===== src/rtl/dcsk_frame_chip_ctr.sv =====
// DCSK TX chip/bit sequencer: counts chips per reference/data half and bits per frame.
// Latency: chip 0 presented the cycle after an accepted start; all outputs but o_last_chip registered.
// Backpressure: i_en low stalls every counter indefinitely; i_clr aborts with priority.
module dcsk_frame_chip_ctr #(
    parameter int NUM_SF         = 4,
    parameter int SF_LOG2_MIN    = 2,
    parameter int BITS_PER_FRAME = 32,
    parameter int SFW            = (NUM_SF > 1) ? $clog2(NUM_SF) : 1,
    parameter int CHIP_W         = ((SF_LOG2_MIN + NUM_SF - 1) > 0) ? (SF_LOG2_MIN + NUM_SF - 1) : 1,
    parameter int BIT_W          = (BITS_PER_FRAME > 1) ? $clog2(BITS_PER_FRAME) : 1
) (
    input  logic              i_clk,
    input  logic              i_arst_n,
    input  logic              i_start,
    input  logic [SFW-1:0]    i_sf,
    input  logic              i_en,
    input  logic              i_clr,
    output logic              o_busy,
    output logic [CHIP_W-1:0] o_chip_index,
    output logic              o_data_half,
    output logic [BIT_W-1:0]  o_bit_index,
    output logic              o_last_chip,
    output logic [SFW-1:0]    o_sf_lat,
    output logic              o_done,
    output logic              o_err
);

    localparam logic [0:0] S_IDLE = 1'b0;
    localparam logic [0:0] S_RUN  = 1'b1;

    localparam logic [SFW:0]       NUM_SF_W  = (SFW + 1)'(NUM_SF);
    localparam logic [SFW:0]       NUM_SF_M1 = (SFW + 1)'(NUM_SF - 1);
    localparam logic [CHIP_W-1:0]  CHIP_ONES = {CHIP_W{1'b1}};
    localparam logic [BIT_W-1:0]   LAST_BIT  = BIT_W'(BITS_PER_FRAME - 1);

    logic [0:0]        state_q, state_d;
    logic [CHIP_W-1:0] chip_q, chip_d;
    logic              half_q, half_d;
    logic [BIT_W-1:0]  bit_q, bit_d;
    logic [SFW-1:0]    sf_lat_q, sf_lat_d;
    logic              done_q, done_d;
    logic              err_q, err_d;

    logic [SFW:0]      chip_shamt;
    logic [CHIP_W-1:0] chip_max;
    logic              run;
    logic              last_chip;
    logic              sf_valid;

    // SF-1 is a run of ones; the largest SF code uses the full chip index width.
    assign chip_shamt = NUM_SF_M1 - {1'b0, sf_lat_q};
    assign chip_max   = CHIP_ONES >> chip_shamt;
    assign run        = (state_q == S_RUN);
    assign last_chip  = run && (chip_q == chip_max) && half_q && (bit_q == LAST_BIT);
    assign sf_valid   = ({1'b0, i_sf} < NUM_SF_W);

    always_comb begin
        state_d  = state_q;
        chip_d   = chip_q;
        half_d   = half_q;
        bit_d    = bit_q;
        sf_lat_d = sf_lat_q;
        done_d   = 1'b0;
        err_d    = 1'b0;

        if (i_clr) begin
            state_d = S_IDLE;
            chip_d  = '0;
            half_d  = 1'b0;
            bit_d   = '0;
        end else if (!run) begin
            chip_d = '0;
            half_d = 1'b0;
            bit_d  = '0;
            if (i_start) begin
                if (sf_valid) begin
                    state_d  = S_RUN;
                    sf_lat_d = i_sf;
                end else begin
                    err_d = 1'b1;
                end
            end
        end else if (i_en) begin
            if (last_chip) begin
                state_d = S_IDLE;
                chip_d  = '0;
                half_d  = 1'b0;
                bit_d   = '0;
                done_d  = 1'b1;
            end else if (chip_q == chip_max) begin
                chip_d = '0;
                half_d = ~half_q;
                if (half_q) begin
                    bit_d = bit_q + BIT_W'(1);
                end
            end else begin
                chip_d = chip_q + CHIP_W'(1);
            end
        end
    end

    always_ff @(posedge i_clk or negedge i_arst_n) begin
        if (!i_arst_n) begin
            state_q  <= S_IDLE;
            chip_q   <= '0;
            half_q   <= 1'b0;
            bit_q    <= '0;
            sf_lat_q <= '0;
            done_q   <= 1'b0;
            err_q    <= 1'b0;
        end else begin
            state_q  <= state_d;
            chip_q   <= chip_d;
            half_q   <= half_d;
            bit_q    <= bit_d;
            sf_lat_q <= sf_lat_d;
            done_q   <= done_d;
            err_q    <= err_d;
        end
    end

    assign o_busy       = run;
    assign o_chip_index = chip_q;
    assign o_data_half  = half_q;
    assign o_bit_index  = bit_q;
    assign o_last_chip  = last_chip;
    assign o_sf_lat     = sf_lat_q;
    assign o_done       = done_q;
    assign o_err        = err_q;

endmodule


===== config.mk =====
export PLATFORM = sky130hd
export DESIGN_NAME = dcsk_frame_chip_ctr
export DESIGN_NICKNAME = d
export VERILOG_FILES = /design/src/rtl/dcsk_frame_chip_ctr.sv
export SDC_FILE = /design/constraint.sdc
export NUM_CORES = 1
export LEC_CHECK = 0
export CAP_MARGIN = 20
export CORE_ASPECT_RATIO = 1.25
export CORE_MARGIN = 4
export CORE_UTILIZATION = 45
export CTS_CLUSTER_SIZE = 16
export DETAILED_ROUTE_END_ITERATION = 16
export PLACE_DENSITY_LB_ADDON = 0.05
export SLEW_MARGIN = 20
export SYNTH_ARGS = -nofsm -noshare
export SYNTH_HDL_FRONTEND = slang
export SYNTH_SLANG_ARGS = --single-unit

===== constraint.sdc =====
create_clock -name i_clk -period 2.2 [get_ports i_clk]
set_input_delay 0.22 -clock i_clk [delete_from_list [all_inputs] [get_ports i_clk]]
set_output_delay 0.22 -clock i_clk [all_outputs]
set_load 0.03 [all_outputs]

==> results.rst <==
Synthesis and place-and-route
=============================

.. list-table::
   :header-rows: 1

   * - Metric
     - Value
   * - Seq area share
     - a little over a third
   * - IO buf count
     - 22
   * - Total congestion overflow after global routing
     - 0
   * - Post-Route M1 WL
     - 791 um
   * - Final-stage net count
     - about 120
   * - Outcome
     - complete, no violations
   * - Sequential element share of the synthesized area
     - 46.73%
   * - Slew at the pin with the worst max-slew slack
     - just under 0.7 ns
   * - Antenna violations before repair
     - 0
   * - Top Layout Cells
     - sky130_fd_sc_hd__clkdlybuf4s50_1 (21), sky130_fd_sc_hd__dfrtp_1 (15), sky130_fd_sc_hd__nand3_1 (9)
   * - Clk power
     - 154 uW
   * - Number of flip-flops and latches
     - 15
   * - Power per cell area
     - 502.7 mW/mm2
   * - Well tap count
     - 18
   * - Die Size
     - roughly 0.0025 mm2
   * - Cell area after layout
     - ~0.0011 mm2
   * - DR vias/cell
     - 5.779
   * - Number of vias in the routed layout
     - between 700 and 800
   * - Antenna diode count
     - 0
   * - Floorplan utilization
     - 49.54%
   * - Total count of hold-check failures in the final report
     - 0
   * - Tally of nets with antenna violations remaining after routing
     - 0
   * - Dominant kind of combinational cell
     - simple AND/OR/NAND/NOR gates
   * - Proportion of total power due to net switching
     - 27.01%
   * - Number of clock-tree buffers in the layout
     - 4
   * - Post-CTS setup-driven buffer insertion count
     - 0
   * - Detailed placement HPWL
     - 1.461 mm
   * - Top contributor to total power
     - registers
   * - Most common cell after layout, fill and taps aside
     - sky130_fd_sc_hd__clkdlybuf4s50_1
   * - Final number of setup-violating endpoints
     - 0
   * - Final-layout clock-cell area share
     - 2.433%
   * - Final weighted congestion of routability-driven global placement
     - 0.8135
   * - EDFF count, synth
     - 0
   * - Number of global-route vias before repair
     - 750
   * - Hold bufs inserted after CTS
     - 0
   * - Combinational group share of total power
     - between 10% and 20%
   * - Type of destination of the critical path
     - primary output
   * - Top cell category
     - combinational gates
   * - Worst setup path startpoint
     - o_bit_index[1]
   * - Area post-placement
     - about 0.0010 mm2
   * - Number of placed I/O pins
     - 24
   * - Die Y
     - 55.24 um
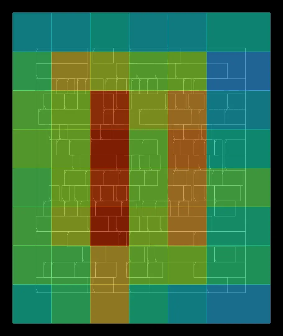
(congestion heat map)
met1 global-route usage: 19.75%
met3 Usage GRT: 2.273%
busiest layer in global routing: met2
M2 GR Usage: 29.74%

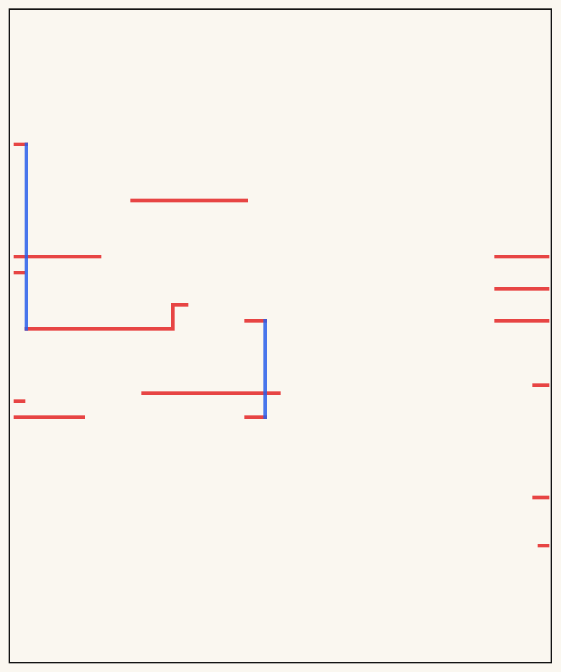
(routed metal, one color a layer)
Two of the layers only.
Red shows M3, wire length 71.3 um. Blue shows M4, wire length 23.8 um.

Power and IR drop assume default switching activity.
